### Track usage over the die

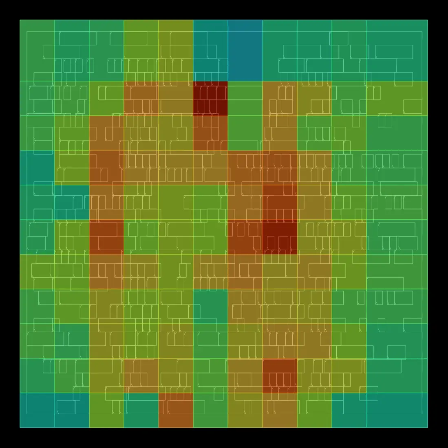
### Metal 1

Bar = 20 um. Cells faint in the background.
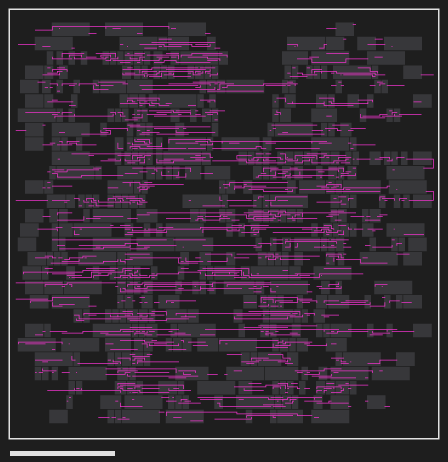
### Layout detail

Bar = 5 um. Region (51, 51) to (71, 71) um. Cells in gray, sequential cells in the stronger gray; small squares are vias.
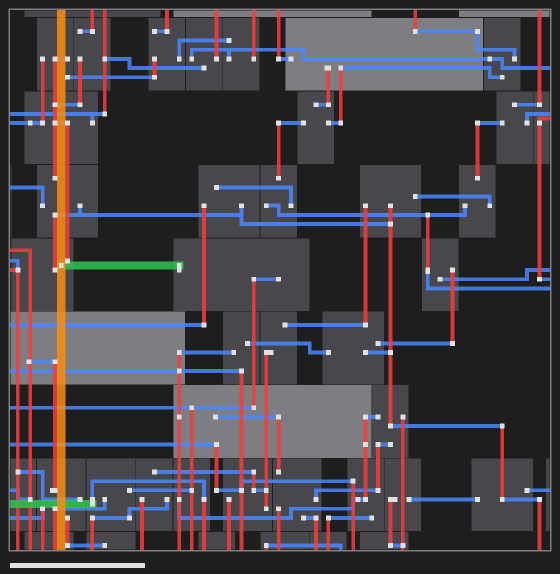
### Routed metal, one color a layer

Bar = 20 um. Only two layers are drawn.
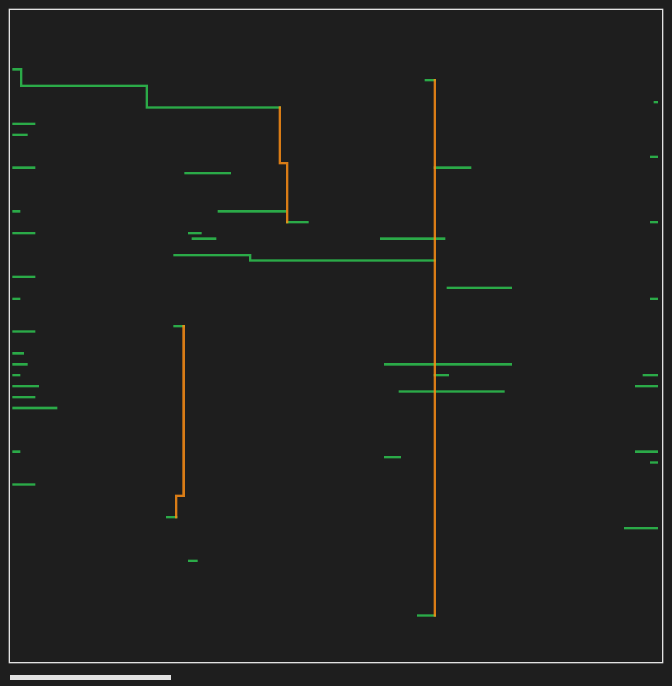
`src/rtl/spi_slave.sv`:
```
`default_nettype none
// ============================================================================
//  Module      : spi_slave
//  Description : SPI target. sclk, mosi and ss are oversampled in the clk
//                domain through 2-flop synchronisers plus a previous-value
//                stage for edge detection. Received bits are deserialised
//                into rx_data and qualified by a one-cycle rx_valid strobe.
//                Transmit words come from a one-deep holding buffer and are
//                serialised onto miso. CPHA/CPOL/bit order match spi_master.
//                2**LEN_WIDTH must exceed DATA_WIDTH.
//  Ports       : clk, rst          - system clock, synchronous active-high reset
//                sclk, mosi, ss    - SPI bus inputs (ss active low)
//                miso              - SPI serial output
//                dir_transfer      - 1 = MSB first, latched at frame start
//                tx_data/tx_valid/tx_ready - holding-buffer write handshake
//                rx_data/rx_len/rx_valid   - received word, bit count, strobe
//                tx_underrun       - word started with an empty buffer
//                busy              - frame in progress
//  Revision    : 1.0 - initial release
// ============================================================================
module spi_slave #(
    parameter int DATA_WIDTH   = 8,
    parameter int LEN_WIDTH    = 4,
    parameter int PHASE_CLK    = 0,
    parameter int POLARITY_CLK = 0
) (
    input  logic                  clk,
    input  logic                  rst,
    input  logic                  sclk,
    input  logic                  mosi,
    input  logic                  ss,
    output logic                  miso,
    input  logic                  dir_transfer,
    input  logic [DATA_WIDTH-1:0] tx_data,
    input  logic                  tx_valid,
    output logic                  tx_ready,
    output logic [DATA_WIDTH-1:0] rx_data,
    output logic [LEN_WIDTH-1:0]  rx_len,
    output logic                  rx_valid,
    output logic                  tx_underrun,
    output logic                  busy
);

    typedef enum logic [2:0] {
        S_IDLE  = 3'd0,
        S_ARMED = 3'd1,
        S_LOAD  = 3'd2,
        S_SHIFT = 3'd3,
        S_END   = 3'd4
    } state_t;

    localparam logic [LEN_WIDTH-1:0] c_WORD_LEN  = LEN_WIDTH'(DATA_WIDTH);
    localparam logic                 c_SCLK_IDLE = (POLARITY_CLK != 0);

    // ------------------------------------------------------------------
    // Bit-order helpers
    // ------------------------------------------------------------------
    function automatic logic first_bit(input logic [DATA_WIDTH-1:0] word,
                                       input logic                  msb);
        return msb ? word[DATA_WIDTH-1] : word[0];
    endfunction

    function automatic logic [DATA_WIDTH-1:0] tx_advance(input logic [DATA_WIDTH-1:0] word,
                                                         input logic                  msb);
        return msb ? {word[DATA_WIDTH-2:0], 1'b0} : {1'b0, word[DATA_WIDTH-1:1]};
    endfunction

    // MSB-first words build up from the LSB side (right-aligned partials),
    // LSB-first words build up from the MSB side (left-aligned partials).
    function automatic logic [DATA_WIDTH-1:0] rx_insert(input logic [DATA_WIDTH-1:0] word,
                                                        input logic                  msb,
                                                        input logic                  din);
        return msb ? {word[DATA_WIDTH-2:0], din} : {din, word[DATA_WIDTH-1:1]};
    endfunction

    // ------------------------------------------------------------------
    // Synchronisers and edge detection
    // ------------------------------------------------------------------
    logic r_sclk_meta_q, r_sclk_sync_q, r_sclk_prev_q;
    logic r_mosi_meta_q, r_mosi_sync_q;
    logic r_ss_meta_q,   r_ss_sync_q,   r_ss_prev_q;

    logic w_sclk_rise, w_sclk_fall, w_lead_edge, w_trail_edge;
    logic w_sample_edge, w_drive_edge, w_ss_fall;

    assign w_sclk_rise   =  r_sclk_sync_q & ~r_sclk_prev_q;
    assign w_sclk_fall   = ~r_sclk_sync_q &  r_sclk_prev_q;
    assign w_lead_edge   = (POLARITY_CLK != 0) ? w_sclk_fall : w_sclk_rise;
    assign w_trail_edge  = (POLARITY_CLK != 0) ? w_sclk_rise : w_sclk_fall;
    assign w_sample_edge = (PHASE_CLK != 0) ? w_trail_edge : w_lead_edge;
    assign w_drive_edge  = (PHASE_CLK != 0) ? w_lead_edge  : w_trail_edge;
    assign w_ss_fall     = ~r_ss_sync_q & r_ss_prev_q;

    // ------------------------------------------------------------------
    // State
    // ------------------------------------------------------------------
    state_t                  r_state_q,     w_state_d;
    logic [LEN_WIDTH-1:0]    r_cnt_q,       w_cnt_d;
    logic [DATA_WIDTH-1:0]   r_rx_sh_q,     w_rx_sh_d;
    logic [DATA_WIDTH-1:0]   r_tx_sh_q,     w_tx_sh_d;
    logic                    r_msb_first_q, w_msb_first_d;
    logic                    r_miso_q,      w_miso_d;
    logic                    r_busy_q,      w_busy_d;
    logic [DATA_WIDTH-1:0]   r_rx_data_q,   w_rx_data_d;
    logic [LEN_WIDTH-1:0]    r_rx_len_q,    w_rx_len_d;
    logic                    r_rx_valid_q,  w_rx_valid_d;
    logic                    r_udr_q,       w_udr_d;
    logic                    r_udr_pend_q,  w_udr_pend_d;
    logic                    r_loaded_q,    w_loaded_d;
    logic [DATA_WIDTH-1:0]   r_buf_q,       w_buf_d;
    logic                    r_buf_full_q,  w_buf_full_d;

    logic                    w_accept;
    logic                    w_load;
    logic                    w_load_now;
    logic [DATA_WIDTH-1:0]   w_buf_word;
    logic [DATA_WIDTH-1:0]   w_word;
    logic [DATA_WIDTH-1:0]   w_rx_next;
    logic [LEN_WIDTH-1:0]    w_cnt_inc;

    assign w_accept   = tx_valid & ~r_buf_full_q;
    assign w_buf_word = r_buf_full_q ? r_buf_q : '0;
    assign w_rx_next  = rx_insert(r_rx_sh_q, r_msb_first_q, r_mosi_sync_q);
    assign w_cnt_inc  = r_cnt_q + 1'b1;

    always_comb begin
        w_state_d     = r_state_q;
        w_cnt_d       = r_cnt_q;
        w_rx_sh_d     = r_rx_sh_q;
        w_tx_sh_d     = r_tx_sh_q;
        w_msb_first_d = r_msb_first_q;
        w_miso_d      = r_miso_q;
        w_busy_d      = r_busy_q;
        w_rx_data_d   = r_rx_data_q;
        w_rx_len_d    = r_rx_len_q;
        w_rx_valid_d  = 1'b0;
        w_udr_d       = 1'b0;
        w_udr_pend_d  = r_udr_pend_q;
        w_loaded_d    = r_loaded_q;
        w_load        = 1'b0;
        w_load_now    = 1'b0;
        w_word        = r_tx_sh_q;

        case (r_state_q)
            S_IDLE: begin
                w_busy_d = 1'b0;
                w_miso_d = 1'b0;
                if (r_ss_sync_q) begin
                    w_state_d = S_ARMED;
                end
            end

            S_ARMED: begin
                w_busy_d = 1'b0;
                w_miso_d = 1'b0;
                if (w_ss_fall) begin
                    w_msb_first_d = dir_transfer;
                    w_state_d     = S_LOAD;
                end
            end

            S_LOAD: begin
                w_load       = 1'b1;
                w_load_now   = 1'b1;
                w_tx_sh_d    = w_buf_word;
                w_miso_d     = (PHASE_CLK == 0) ? first_bit(w_buf_word, r_msb_first_q) : 1'b0;
                w_cnt_d      = '0;
                w_rx_sh_d    = '0;
                w_busy_d     = 1'b1;
                w_loaded_d   = 1'b1;
                w_udr_pend_d = 1'b0;
                w_state_d    = S_SHIFT;
            end

            S_SHIFT: begin
                if (w_sample_edge) begin
                    // A word pre-loaded empty at the end of the previous word
                    // is only reported once it actually starts clocking.
                    if ((r_cnt_q == '0) && r_udr_pend_q) begin
                        w_udr_d      = 1'b1;
                        w_udr_pend_d = 1'b0;
                    end
                    if (w_cnt_inc == c_WORD_LEN) begin
                        w_rx_valid_d = 1'b1;
                        w_rx_data_d  = w_rx_next;
                        w_rx_len_d   = c_WORD_LEN;
                        w_cnt_d      = '0;
                        w_rx_sh_d    = '0;
                    end else begin
                        w_cnt_d   = w_cnt_inc;
                        w_rx_sh_d = w_rx_next;
                    end
                end
                if (w_drive_edge) begin
                    if (r_cnt_q != '0) begin
                        w_word = tx_advance(r_tx_sh_q, r_msb_first_q);
                    end else if ((PHASE_CLK != 0) && r_loaded_q) begin
                        // First word of the frame was already loaded in S_LOAD.
                        w_word     = r_tx_sh_q;
                        w_loaded_d = 1'b0;
                    end else begin
                        w_load     = 1'b1;
                        w_load_now = (PHASE_CLK != 0);
                        w_word     = w_buf_word;
                    end
                    w_tx_sh_d = w_word;
                    w_miso_d  = first_bit(w_word, r_msb_first_q);
                end
                if (r_ss_sync_q) begin
                    w_state_d = S_END;
                end
            end

            S_END: begin
                if (r_cnt_q != '0) begin
                    w_rx_valid_d = 1'b1;
                    w_rx_data_d  = r_rx_sh_q;
                    w_rx_len_d   = r_cnt_q;
                end
                w_cnt_d      = '0;
                w_busy_d     = 1'b0;
                w_miso_d     = 1'b0;
                w_udr_pend_d = 1'b0;
                w_loaded_d   = 1'b0;
                w_state_d    = S_ARMED;
            end

            default: begin
                w_state_d = S_IDLE;
            end
        endcase

        if (w_load && !r_buf_full_q) begin
            if (w_load_now) begin
                w_udr_d = 1'b1;
            end else begin
                w_udr_pend_d = 1'b1;
            end
        end

        w_buf_full_d = (r_buf_full_q & ~w_load) | w_accept;
        w_buf_d      = w_accept ? tx_data : r_buf_q;
    end

    always_ff @(posedge clk) begin
        if (rst) begin
            r_sclk_meta_q <= c_SCLK_IDLE;
            r_sclk_sync_q <= c_SCLK_IDLE;
            r_sclk_prev_q <= c_SCLK_IDLE;
            r_mosi_meta_q <= 1'b0;
            r_mosi_sync_q <= 1'b0;
            // ss pipeline resets low so a frame already in flight is not
            // mistaken for a fresh falling edge.
            r_ss_meta_q   <= 1'b0;
            r_ss_sync_q   <= 1'b0;
            r_ss_prev_q   <= 1'b0;
            r_state_q     <= S_IDLE;
            r_cnt_q       <= '0;
            r_rx_sh_q     <= '0;
            r_tx_sh_q     <= '0;
            r_msb_first_q <= 1'b1;
            r_miso_q      <= 1'b0;
            r_busy_q      <= 1'b0;
            r_rx_data_q   <= '0;
            r_rx_len_q    <= '0;
            r_rx_valid_q  <= 1'b0;
            r_udr_q       <= 1'b0;
            r_udr_pend_q  <= 1'b0;
            r_loaded_q    <= 1'b0;
            r_buf_q       <= '0;
            r_buf_full_q  <= 1'b0;
        end else begin
            r_sclk_meta_q <= sclk;
            r_sclk_sync_q <= r_sclk_meta_q;
            r_sclk_prev_q <= r_sclk_sync_q;
            r_mosi_meta_q <= mosi;
            r_mosi_sync_q <= r_mosi_meta_q;
            r_ss_meta_q   <= ss;
            r_ss_sync_q   <= r_ss_meta_q;
            r_ss_prev_q   <= r_ss_sync_q;
            r_state_q     <= w_state_d;
            r_cnt_q       <= w_cnt_d;
            r_rx_sh_q     <= w_rx_sh_d;
            r_tx_sh_q     <= w_tx_sh_d;
            r_msb_first_q <= w_msb_first_d;
            r_miso_q      <= w_miso_d;
            r_busy_q      <= w_busy_d;
            r_rx_data_q   <= w_rx_data_d;
            r_rx_len_q    <= w_rx_len_d;
            r_rx_valid_q  <= w_rx_valid_d;
            r_udr_q       <= w_udr_d;
            r_udr_pend_q  <= w_udr_pend_d;
            r_loaded_q    <= w_loaded_d;
            r_buf_q       <= w_buf_d;
            r_buf_full_q  <= w_buf_full_d;
        end
    end

    assign miso        = r_miso_q;
    assign tx_ready    = ~r_buf_full_q;
    assign rx_data     = r_rx_data_q;
    assign rx_len      = r_rx_len_q;
    assign rx_valid    = r_rx_valid_q;
    assign tx_underrun = r_udr_q;
    assign busy        = r_busy_q;

endmodule
`default_nettype wire

```
`config.mk`:
```
export PLATFORM = sky130hd
export DESIGN_NAME = spi_slave
export DESIGN_NICKNAME = d
export VERILOG_FILES = /design/src/rtl/spi_slave.sv
export SDC_FILE = /design/constraint.sdc
export NUM_CORES = 1
export LEC_CHECK = 0
export ABC_AREA = 1
export CAP_MARGIN = 30
export CORE_MARGIN = 1
export CORE_UTILIZATION = 45
export DETAILED_ROUTE_END_ITERATION = 10
export GPL_TIMING_DRIVEN = 0
export HOLD_SLACK_MARGIN = 0.12
export PLACE_DENSITY_LB_ADDON = 0.1
export SLEW_MARGIN = 20
export SYNTH_ARGS = -nofsm -noshare
export SYNTH_HDL_FRONTEND = slang
export SYNTH_SLANG_ARGS = --single-unit
```
`constraint.sdc`:
```
create_clock -name clk -period 3.1 [get_ports clk]
set_input_delay 0.465 -clock clk [delete_from_list [all_inputs] [get_ports clk]]
set_output_delay 0.465 -clock clk [all_outputs]
set_load 0.02 [all_outputs]
```
==> run notes <==
Implementation progress

The clock network power reported by the tool is 0.644 mW. The wire length of the first global-routing pass stands at 10.16 mm. OpenROAD emitted warnings numbering 27. At the end of routability-driven placement, the weighted congestion stood at 0.8200.

After filler insertion, the fill cell instance count of the layout stands at 588. The clock tree skew after final layout stands at 0.006555 ns. Per the timing report, the most critical flop-to-flop path originates at r_cnt_q[0]$_SDFFE_PP0P_. Each instance of the synthesized netlist takes up on average 6.946 um^2.

The first-iteration detailed-routing DRC count stands at 122. sky130_fd_sc_hd__dfxtp_1 takes more of the synthesized area than any other cell. The number of distinct library cells after synthesis stands at 31. The most common cell in the synthesized netlist is sky130_fd_sc_hd__nand2_1. By area the synthesized netlist is led by sky130_fd_sc_hd__dfxtp_1, sky130_fd_sc_hd__nand2_1, sky130_fd_sc_hd__nor2_1, sky130_fd_sc_hd__o21ai_0, sky130_fd_sc_hd__inv_1. According to the floorplan report, the die height is 81.17 um.

The final cell count without fillers stands at 528. The clock tree synthesis step divided the H-tree into 3 levels. Synthesis produced 406 cells. TritonCTS built the clock tree. The mapped cell area stands at 2820 um^2. Setup slack on the worst path after placement came out at 0.9847 ns. The flow ran to the end, and the final reports show no timing, DRC or antenna violations. After floorplanning, the die was sized to cover 6588 um^2. The report lists the number of standard-cell rows as 28. Checking hold timing, the worst path is listed with class reg -> reg.

Power spread over the standard cell area amounts to 523.2 nW/um^2. The number of max-slew violations in the final report stands at 0. The via-per-instance ratio stands at 4.816. The number of antenna violations at the first check in global routing stands at 0.

The worst-margin pin slew stands at 0.5498 ns. The setup slack on the worst flop-to-flop path stands at 1.48 ns. The multi-input gate share of total cell area stands at 40.18%. The power of the combinational group stands at 0.303 mW. The total inserted antenna cells stands at 0. The register share of the cell area stands at 34.08%. The root buffer cell chosen for the clock tree is sky130_fd_sc_hd__clkbuf_8.

The sum of net half-perimeters after detailed placement stands at 4.338 mm. The portion of the layout cell area used by non-clock buffers stands at 12.49%. The first-pass iteration count of the detailed router stands at 4. The worst setup path is captured at a primary output. STA puts the critical path data required time at 2.63 ns. STA lists the endpoint of the worst register-to-register path as r_tx_sh_q[2]$_SDFFE_PP0P_. OpenSTA lists the critical path endpoint as tx_ready. The largest fanout on the critical path stands at 9. The tool flagged a number of max-cap violations equal to 0. The highest clock frequency the design can meet stands at 469.5 MHz. The later pin in the worst-skew pair is clocked with a latency of 0.34 ns.

In the synthesized netlist the async set-or-reset flop fraction comes to 0%. In this run, post-CTS repair resized a total of 0 instances. The number of hold buffers added after CTS was 0. Tracing the worst setup path back leads to its startpoint at r_buf_full_q$_SDFF_PP0_. In the Yosys report, the sequential cells make up 41.17% of the chip area. The internal power summed over all cells stands at 1.270 mW. Clock cells make up 5.362% of the layout cell area. Leaving out fill and tap cells, the most frequent cells in the layout are sky130_fd_sc_hd__nand2_1, sky130_fd_sc_hd__dfxtp_1, sky130_fd_sc_hd__nor2_1, sky130_fd_sc_hd__inv_1, sky130_fd_sc_hd__o21ai_0. The yosys stat chip area stands at 2820 um^2. By instance count after routing, the leading logic cell type is sky130_fd_sc_hd__nand2_1. For this run, the leading register cell type out of synthesis is sky130_fd_sc_hd__dfxtp_1. The area of all placed cells without fillers stands at 3407 um^2. The total instance count after detailed placement stands at 512.
Notes on 'Track usage over the die' above:
met2 Usage GRT: 34.37%
gr usage total: 20.45%
GR peak layer: met2
final core area utilization: 56.87%
Wirelength per Cell: 11.30 um

Notes on 'Metal 1' above:
share of all routed wire	49%
main direction	horizontal
Final Routed Wirelength: 5.968 mm
vias after detailed routing: 2543

Notes on 'Layout detail' above:
layer	color
metal 2	red
metal 1	blue
metal 4	orange
metal 3	green
most frequent	nand2_1 (9), nor2_1 (7), nand2_2 (6)
cells with their middle in the window	35
sequential cells in the window	3
netlist names of flops here include	`r_rx_sh_q` (2), `rx_data` (1)

Notes on 'Routed metal, one color a layer' above:
layer	color	wire length
metal 3	green	197 um
metal 4	orange	107 um

[how the worst min path moves through the flow]
stage	end	depth (start not counted)	start	slack, ns
finish	r_sclk_sync_q$_SDFF_PP0_	2	r_sclk_meta_q$_SDFF_PP0_	0.41
global route	r_sclk_sync_q$_SDFF_PP0_	2	r_sclk_meta_q$_SDFF_PP0_	0.43
CTS	r_mosi_sync_q$_SDFF_PP0_	2	r_mosi_meta_q$_SDFF_PP0_	0.41
detailed placement	r_mosi_sync_q$_SDFF_PP0_	2	r_mosi_meta_q$_SDFF_PP0_	0.40
global placement	r_sclk_sync_q$_SDFF_PP0_	2	r_sclk_meta_q$_SDFF_PP0_	0.39
floorplan	r_mosi_sync_q$_SDFF_PP0_	2	r_mosi_meta_q$_SDFF_PP0_	0.39
[kinds of logic after synthesis]
logic type / after synthesis / share of synthesized area, %
compound gates: 72 / 13.00
flops: 58 / 41.17
simple gates: 211 / 34.65
fa+ha+maj: 2 / 0.8872
buf+inv: 63 / 10.29
[layer usage]
metal / global-route usage [%] / vias to the layer above / share of wire (%)
li1: - / 1363 / -
met1: 24.73 / 1117 / 49
met2: 34.37 / 54 / 46
met3: 3.708 / 9 / 3.3
met4: 10.71 / 0 / 1.8
met5: 0 / - / 0
[worst max-delay path, stage by stage (launching register included)]
cell and delay (ns):
sky130_fd_sc_hd__dfxtp_1 0.30, sky130_fd_sc_hd__clkbuf_1 0.29, sky130_fd_sc_hd__inv_1 0.17, sky130_fd_sc_hd__clkdlybuf4s50_1 0.57
[registers in the layout, indices dropped and copies added, names as in the netlist, 3 cells and up]
register / cells
r_buf_q: 8
r_rx_sh_q: 8
r_tx_sh_q: 8
rx_data: 8
r_cnt_q: 4
rx_len: 4
r_state_q: 3
Power figures rest on the tool's default switching activity, not on a simulated workload.
